Fig. 1: run 1, M2 wires
Bar = 20 um.
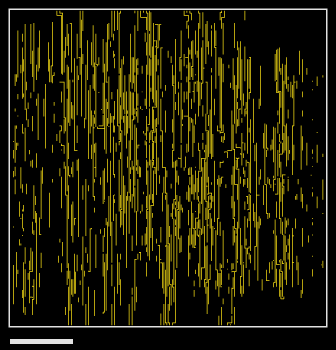
Fig. 2: run 1, congestion heat map
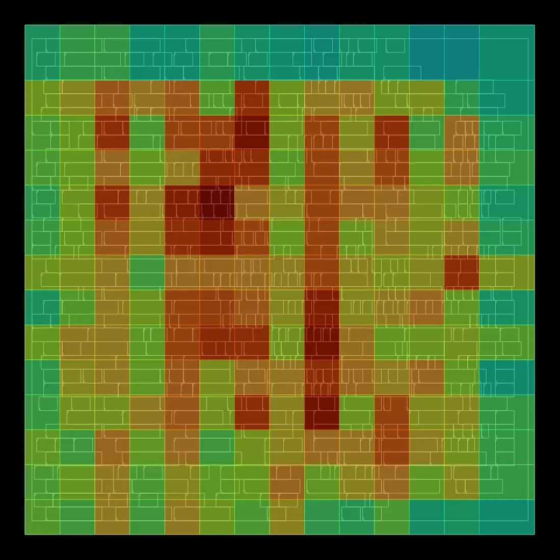
Fig. 3: run 1, logic cells by family
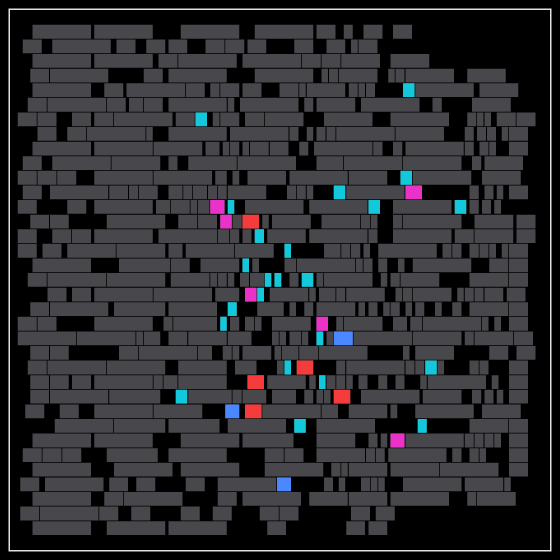
Fig. 4: run 1, where the registers sit
Bar = 20 um.
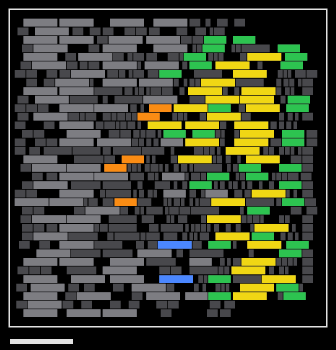
File: src/rtl/alu_serial.sv
// Bit-serial ALU: one AND/OR/ADD/SLT slice per clock, LSB first, with the carry
// rippled through a register; start/done handshake and registered flags.
module alu_serial #(
  parameter int WIDTH = 32
) (
  input  logic             clk,
  input  logic             rst_n,
  input  logic             start,
  input  logic [WIDTH-1:0] a,
  input  logic [WIDTH-1:0] b,
  input  logic             binv,
  input  logic [1:0]       sel,
  output logic             busy,
  output logic             done,
  output logic [WIDTH-1:0] result,
  output logic             co,
  output logic             zero,
  output logic             overflow
);

  typedef enum logic [1:0] {IDLE, RUN, DONE} state_t;

  localparam int                IDX_W    = $clog2(WIDTH);
  localparam logic [IDX_W-1:0]  LAST_IDX = IDX_W'(WIDTH - 1);
  localparam logic [1:0]        SEL_AND  = 2'b00;
  localparam logic [1:0]        SEL_OR   = 2'b01;
  localparam logic [1:0]        SEL_SLT  = 2'b11;

  state_t           state_q, state_d;
  logic [IDX_W-1:0] idx_q, idx_d;
  logic             carry_q, carry_d;
  logic [WIDTH-1:0] result_q, result_d;
  logic             co_q, co_d;
  logic             zero_q, zero_d;
  logic             ovf_q, ovf_d;

  logic [WIDTH-1:0] a_q, a_d;
  logic [WIDTH-1:0] b_q, b_d;
  logic [1:0]       sel_q, sel_d;
  logic             binv_q, binv_d;
  logic [WIDTH-1:0] sr_q, sr_d;

  logic             bb, slice_bit, slice_cout, load, arith, ovf_fin;
  logic [WIDTH-1:0] final_res;

  always_comb begin
    state_d  = state_q;
    idx_d    = idx_q;
    carry_d  = carry_q;
    result_d = result_q;
    co_d     = co_q;
    zero_d   = zero_q;
    ovf_d    = ovf_q;
    sr_d     = sr_q;
    load     = 1'b0;

    bb         = b_q[idx_q] ^ binv_q;
    slice_cout = (a_q[idx_q] & bb) | (a_q[idx_q] & carry_q) | (bb & carry_q);
    case (sel_q)
      SEL_AND: slice_bit = a_q[idx_q] & bb;
      SEL_OR:  slice_bit = a_q[idx_q] | bb;
      default: slice_bit = a_q[idx_q] ^ bb ^ carry_q;
    endcase

    // carry_q holds the carry into the MSB while the last slice is evaluated
    arith     = sel_q[1];
    ovf_fin   = arith & (carry_q ^ slice_cout);
    final_res = {slice_bit, sr_q[WIDTH-1:1]};
    if (sel_q == SEL_SLT) begin
      final_res    = '0;
      final_res[0] = slice_bit ^ ovf_fin;
    end

    case (state_q)
      IDLE: begin
        if (start) begin
          load    = 1'b1;
          state_d = RUN;
        end
      end
      RUN: begin
        sr_d    = {slice_bit, sr_q[WIDTH-1:1]};
        carry_d = slice_cout;
        idx_d   = idx_q + IDX_W'(1);
        if (idx_q == LAST_IDX) begin
          state_d  = DONE;
          idx_d    = '0;
          result_d = final_res;
          co_d     = arith & slice_cout;
          ovf_d    = ovf_fin;
          zero_d   = (final_res == '0);
        end
      end
      DONE: begin
        state_d = IDLE;
        if (start) begin
          load    = 1'b1;
          state_d = RUN;
        end
      end
      default: state_d = IDLE;
    endcase

    if (load) begin
      carry_d = binv | (sel == SEL_SLT);
      idx_d   = '0;
    end

    a_d    = load ? a : a_q;
    b_d    = load ? b : b_q;
    sel_d  = load ? sel : sel_q;
    binv_d = load ? (binv | (sel == SEL_SLT)) : binv_q;
  end

  always_ff @(posedge clk) begin
    if (!rst_n) begin
      state_q  <= IDLE;
      idx_q    <= '0;
      carry_q  <= 1'b0;
      result_q <= '0;
      co_q     <= 1'b0;
      zero_q   <= 1'b1;
      ovf_q    <= 1'b0;
    end else begin
      state_q  <= state_d;
      idx_q    <= idx_d;
      carry_q  <= carry_d;
      result_q <= result_d;
      co_q     <= co_d;
      zero_q   <= zero_d;
      ovf_q    <= ovf_d;
    end
  end

  // Operand and partial-sum registers carry no reset; they are only observed after a load
  always_ff @(posedge clk) begin
    a_q    <= a_d;
    b_q    <= b_d;
    sel_q  <= sel_d;
    binv_q <= binv_d;
    sr_q   <= sr_d;
  end

  assign busy     = (state_q == RUN);
  assign done     = (state_q == DONE);
  assign result   = result_q;
  assign co       = co_q;
  assign zero     = zero_q;
  assign overflow = ovf_q;

endmodule

File: config.mk
export PLATFORM = sky130hd
export DESIGN_NAME = alu_serial
export DESIGN_NICKNAME = d
export VERILOG_FILES = /design/src/rtl/alu_serial.sv
export SDC_FILE = /design/constraint.sdc
export NUM_CORES = 1
export LEC_CHECK = 0
export CORE_MARGIN = 1
export CORE_UTILIZATION = 55
export CTS_CLUSTER_DIAMETER = 80
export DETAILED_ROUTE_END_ITERATION = 10
export GPL_TIMING_DRIVEN = 0
export PLACE_DENSITY = 0.8
export SYNTH_ARGS = -nofsm -noshare
export SYNTH_HDL_FRONTEND = slang
export SYNTH_SLANG_ARGS = --single-unit
File: constraint.sdc
create_clock -name clk -period 8 [get_ports clk]
set_clock_uncertainty 0.1 [all_clocks]
set_input_delay 1.6 -clock clk [delete_from_list [all_inputs] [get_ports clk]]
set_output_delay 1.6 -clock clk [all_outputs]
set_load 0.02 [all_outputs]
==> metrics.csv, run 1 <==
metric;value;unit
status;finished clean;
grt_pass1_wl;17.0;mm
port_buffers;106;
synth.comb.largest_family;simple AND/OR/NAND/NOR gates;
ff_count;141;
drtAntennaViolNets;0;
grt_max_degree;45;
tns;0;ps
clk_latency;520;ps
r2r_start;idx_q[0];
critPathMaxStageDelay;1000;ps
drive_gt1_share;8.03;%
powerSeq;0.837;mW
path_class;flop to output port;
regToRegSetupSlack;4470;ps
fin_hold_ws;349;ps
holdPathStages;2;
cp.depth;4;
vias;3579;
clock_cell_area_share;8.01;%
drc_errors;0;
place_hpwl;7.32;mm
place_congestion;0.779;
rsz0062_at_grt;no;
antenna_found_initial;0;
lay_top_cells;clkdlybuf4s50_1 (106), edfxtp_1 (98), nand2_1 (49), a21oi_1 (43), dfxtp_1 (43);
combGateArea;1420;sq um
crit_start;state_q[1];
place_inst;620;
ys_sh_simple;10.7;%
switchingPower;0.355;mW
synth-area-yosys;5350;sq um
end_kind;output port;
logic_gates;217;
die_w;101;um
met3_length;602;um
arrival;2960;ps
synth.distinct_cells;37;
synth_area_per_cell;13.9;sq um
powerDensity;236;nW/um^2
top_area_cell;edfxtp_1;
slew_headroom;14.2;%
async_flop_share;0;%
dieHeight;101;um
crit_chain;nand2b_1 -> buf_2 -> clkinv_1 -> clkdlybuf4s50_1;
coreArea;9330;sq um
p_int;1.34;mW
n_all_inverters;5;
layout.cells.non_filler;652;
vias_per_cell;5.49;
synth_cells;384;
clock_path_buffers;2;
powerComb;0.105;mW
dr.pass1.iters;5;
grt_pass1_vias;3536;
crit_required;6300;ps
cellLeakagePower;2.42;nW
ys_sh_adder;1.31;%
power;1.69;mW
setup_viol_count_final;0;
n_all_buffers;128;
ys_cells;384;
yosys_warnings;0;
period_needed;4660;ps
start_kind;flop;
wl_per_cell;16.7;um
std_cell_rows;35;
num_antenna_cells;0;
largest_class;registers;
nNetsFinal;585;
worstMarginPinSlew;1280;ps
seq-cell-share;53.1;%
reg2reg_depth;11;
power.clock.total;0.748;mW
common_cells;edfxtp_1 (98), nand2_1 (49), a21oi_1 (43), dfxtp_1 (43), nand3_1 (37);
n_fill_cell;585;
use_met3;4.92;%
hold_viol;0;
nClkBuffers;24;
postCtsSetupRepairBufs;0;
synth-compound-area-share;6.08;%
seq_power_share;49.5;%
mux_area_share;7.65;%
synth_top_area_share;55.0;%
area_leaders;edfxtp_1 (55%), dfxtp_1 (16%), a21oi_1 (4.0%);
hp-class;flop to flop;
highest_layer;met4;
pre_cts_ws;3850;ps
overflow;0;
cap_violations;0;
setup_ws;3340;ps
holdBufCountCts;0;
edf_count;98;
ys_sh_xor;0.819;%
use_met1;27.0;%
finalCoreUtilization;76.8;%
clockPowerShare;44.3;%
crit_buf_inv;3;
ys_seq_share;71.1;%
flop_area;3800;sq um
place_area;6590;sq um
maxPowerGroup;sequential cells;
die_area;10100;sq um
fin_crit_sh;58.2;%
tritoncts;built;
ff_type;edfxtp_1;
comb_area_share;19.8;%
slew_viol_final;0;
crit_end;busy;
warning_count;28;
floorplan.nets;459;
fp_util;57.3;%
wl_met2;5.67;mm
most_common_cell;edfxtp_1;
cts_resized;0;
buf_share;16.6;%
crit_path_max_fanout;38;
peakVddDrop;0.209;mV
wl_met1;4.39;mm
synth_flops;141;
synth_area;5350;sq um
fin_area;7170;sq um
hold_end;result[10];
Notes on Fig. 1 above:
nets with wire on the layer: 512
longest straight run: 33.0 um
wire length on this layer: 5670 um
share of all routed wire: 52%
main direction: vertical

Notes on Fig. 2 above:
met2 GRT Util: 39.9%
GRT Util Overall: 22.6%

Notes on Fig. 3 above:
legend:
  blue:
    family: non-inverting ao/oa cells
    cells: 3
  red:
    family: xor and xnor cells
    cells: 5
  magenta:
    family: and/or cells
    cells: 6
    where: centre
  cyan:
    family: nor cells
    cells: 23
    where: centre

Notes on Fig. 4 above:
legend:
  yellow:
    name_in_the_netlist: sr_q
    flops: 31
  blue:
    name_in_the_netlist: sel_q
    flops: 2
  orange:
    name_in_the_netlist: idx_q
    flops: 5
    where: centre
  green:
    name_in_the_netlist: result
    flops: 32
not coloured: 71

Fig. 5: run 1, signal wires on met3
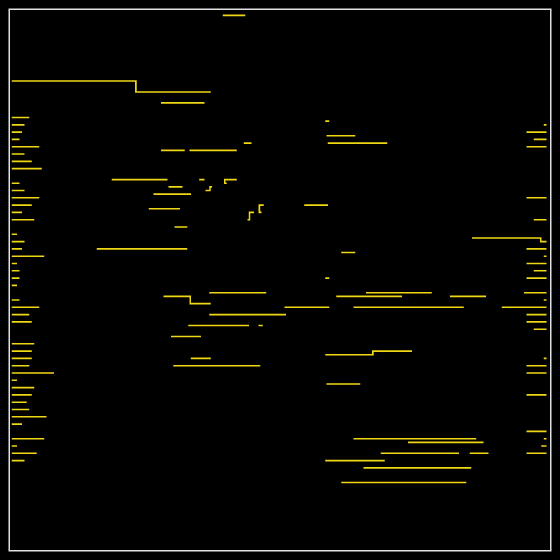

## Run 2: what changed since run 1
--- a/config.mk
+++ b/config.mk
@@ -6,11 +6,11 @@
 export NUM_CORES = 1
 export LEC_CHECK = 0
 export CORE_MARGIN = 1
-export CORE_UTILIZATION = 55
+export CORE_UTILIZATION = 46
 export CTS_CLUSTER_DIAMETER = 80
 export DETAILED_ROUTE_END_ITERATION = 10
 export GPL_TIMING_DRIVEN = 0
-export PLACE_DENSITY = 0.8
+export PLACE_DENSITY = 0.71
 export SYNTH_ARGS = -nofsm -noshare
 export SYNTH_HDL_FRONTEND = slang
 export SYNTH_SLANG_ARGS = --single-unit
==> constraint.sdc (replaced) <==
create_clock -name clk -period 4 [get_ports clk]
set_clock_uncertainty 0.1 [all_clocks]
set_input_delay 0.8 -clock clk [delete_from_list [all_inputs] [get_ports clk]]
set_output_delay 0.8 -clock clk [all_outputs]
set_load 0.02 [all_outputs]
Fig. 6: run 2, signal wires on met3
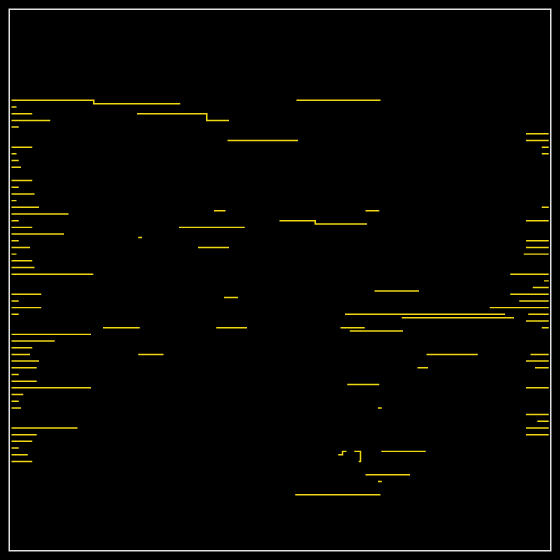
longest straight run: 32.2 um
share of all routed wire: 5.7%
wire length on this layer: 595 um

Fig. 7: run 2, congestion heat map
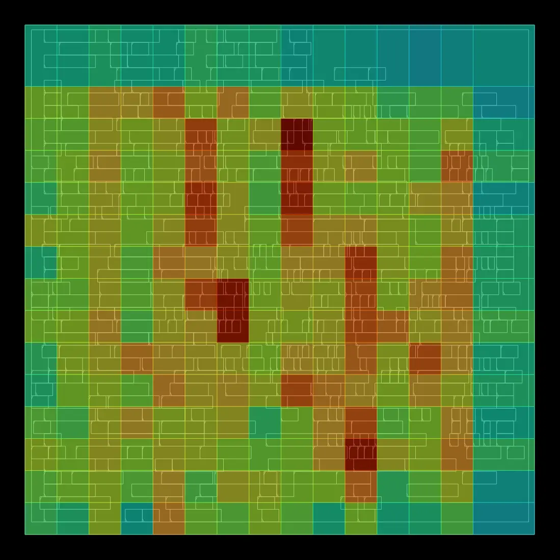
final core occ: 63.3%
GRT Util Overall: 18.7%
M1 GR Usage: 22.5%
met2 GRT Util: 31.6%
routed length per instance: 15.7 um

==> metrics.csv, run 2 <==
metric;value;unit;change
status;finished clean;;
critPathMaxStageDelay;490;ps;-510 ps
crit_end;zero;;
reg2reg_depth;11;;unchanged
ys_seq_share;71.1;%;unchanged
power_frac_comb;6.4;%;
crit_chain;buf_6 -> buf_8 -> mux4_2 -> mux4_2 -> a21o_1 -> fa_1 -> xor2_1 -> xnor2_1 -> o21ai_0 -> a21oi_1 -> a221o_1;;
synth_area_per_cell;13.9;sq um;unchanged
hold_end;result[16];;
crit_start;idx_q[0];;
period_needed;3460;ps;
fp_util;47.0;%;-10 points
seq_power_share;49.8;%;+0.3 points
synth_top_area_share;55.0;%;unchanged
regToRegSetupSlack;540;ps;-3930 ps
grt_pass1_vias;3492;;-1.2%
place_area;6610;sq um;+0.27%
nNetsFinal;586;;+0.17%
drc_errors;0;;unchanged
path_class;flop to flop;;
ff_type;edfxtp_1;;
slew_viol_final;0;;unchanged
taps;143;;
place_inst;634;;+2.3%
warning_count;28;;unchanged
crit_buf_inv;2;;-1
crit_required;4200;ps;-2100 ps
cts_resized;0;;unchanged
arrival;3660;ps;+700 ps
setup_viol_count_final;0;;unchanged
ys_sh_adder;1.31;%;unchanged
drive_gt1_share;8.97;%;+0.94 points
clock_path_buffers;2;;unchanged
largest_class;registers;;
edf_count;98;;unchanged
cts_made_buffers;17;;
postCtsSetupRepairBufs;0;;unchanged
area_leaders;edfxtp_1 (55%), dfxtp_1 (16%), a21oi_1 (4.0%);;
rsz0062_at_grt;no;;
vias_per_cell;5.27;;-4.0%
grt_max_degree;39;;-13%
end_kind;flop;;
async_flop_share;0;%;unchanged
ys_sh_xor;0.819;%;unchanged
common_cells;edfxtp_1 (98), nand2_1 (49), a21oi_1 (43), dfxtp_1 (43), nand3_1 (37);;
clk_latency;420;ps;-100 ps
wl_met2;5.27;mm;-7.2%
yosys_warnings;0;;unchanged
cap_violations;0;;unchanged
powerComb;0.214;mW;+100%
pin_count;107;;
power;3.36;mW;+99%
comb_area_share;19.7;%;-0.072 points
cellLeakagePower;2.44;nW;+0.66%
buf_share;16.9;%;+0.32 points
antenna_found_initial;0;;unchanged
met3_length;594;um;-1.3%
powerDensity;467;nW/um^2;+98%
worstMarginPinSlew;725;ps;-555 ps
port_buffers;106;;unchanged
die_area;12100;sq um;+19%
ys_cells;384;;unchanged
clock_cell_area_share;7.72;%;-0.29 points
n_all_inverters;5;;unchanged
hp-class;flop to flop;;
highest_layer;met4;;
logic_gates;217;;unchanged
tns;0;ps;unchanged
switchingPower;0.760;mW;+110%
grt_pass1_wl;16.6;mm;-2.3%
ff_count;141;;unchanged
holdPathStages;2;;unchanged
power.clock.total;1.47;mW;+97%
clock-root-buffer;clkbuf_16;;
die_w;110;um;+9.2%
top_area_cell;edfxtp_1;;
synth.comb.largest_family;simple AND/OR/NAND/NOR gates;;
synth_cells;384;;unchanged
synth-area-yosys;5350;sq um;unchanged
crit_path_max_fanout;10;;-74%
most_common_cell;edfxtp_1;;
pre_cts_ws;546;ps;-3310 ps
fin_crit_sh;86.5;%;
drtAntennaViolNets;0;;unchanged
floorplan.nets;459;;unchanged
lay_top_cells;clkdlybuf4s50_1 (106), edfxtp_1 (98), nand2_1 (49), a21oi_1 (43), dfxtp_1 (43);;
start_kind;flop;;
flop_area;3800;sq um;unchanged
combGateArea;1420;sq um;unchanged
setup_ws;539;ps;-2800 ps
fin_area;7190;sq um;+0.37%
slew_headroom;51.6;%;+37 points
synth-compound-area-share;6.08;%;unchanged
p_int;2.60;mW;+94%
synth.distinct_cells;37;;unchanged
n_fill_cell;874;;+49%
place_hpwl;7.26;mm;-0.74%
num_antenna_cells;0;;unchanged
n_all_buffers;129;;+0.78%
synth_flops;141;;unchanged
ys_sh_simple;10.7;%;unchanged
peakVddDrop;0.256;mV;+22%
powerSeq;1.67;mW;+100%
nClkBuffers;18;;-25%
clockPowerShare;43.8;%;-0.5 points
std_cell_rows;39;;+11%
wl_met1;4.46;mm;+1.7%
mux_area_share;7.65;%;unchanged
vias;3515;;-1.8%
hold_start;result[16];;
synth_area;5350;sq um;unchanged
layout.cells.non_filler;667;;+2.3%
tritoncts;built;;
seq-cell-share;52.9;%;-0.19 points
maxPowerGroup;sequential cells;;
coreArea;11400;sq um;+22%
dieHeight;110;um;+9.2%
hold_viol;0;;unchanged
holdBufCountCts;0;;unchanged
fin_hold_ws;352;ps;+3.16 ps
overflow;0;;unchanged
dr.pass1.iters;5;;unchanged
lay_top_count;clkdlybuf4s50_1;;
place_congestion;0.776;;-0.35%
use_met3;4.80;%;-0.12 points
r2r_start;idx_q[0];;
cp.depth;11;;+7
Power figures rest on the tool's default switching activity, not on a simulated workload.
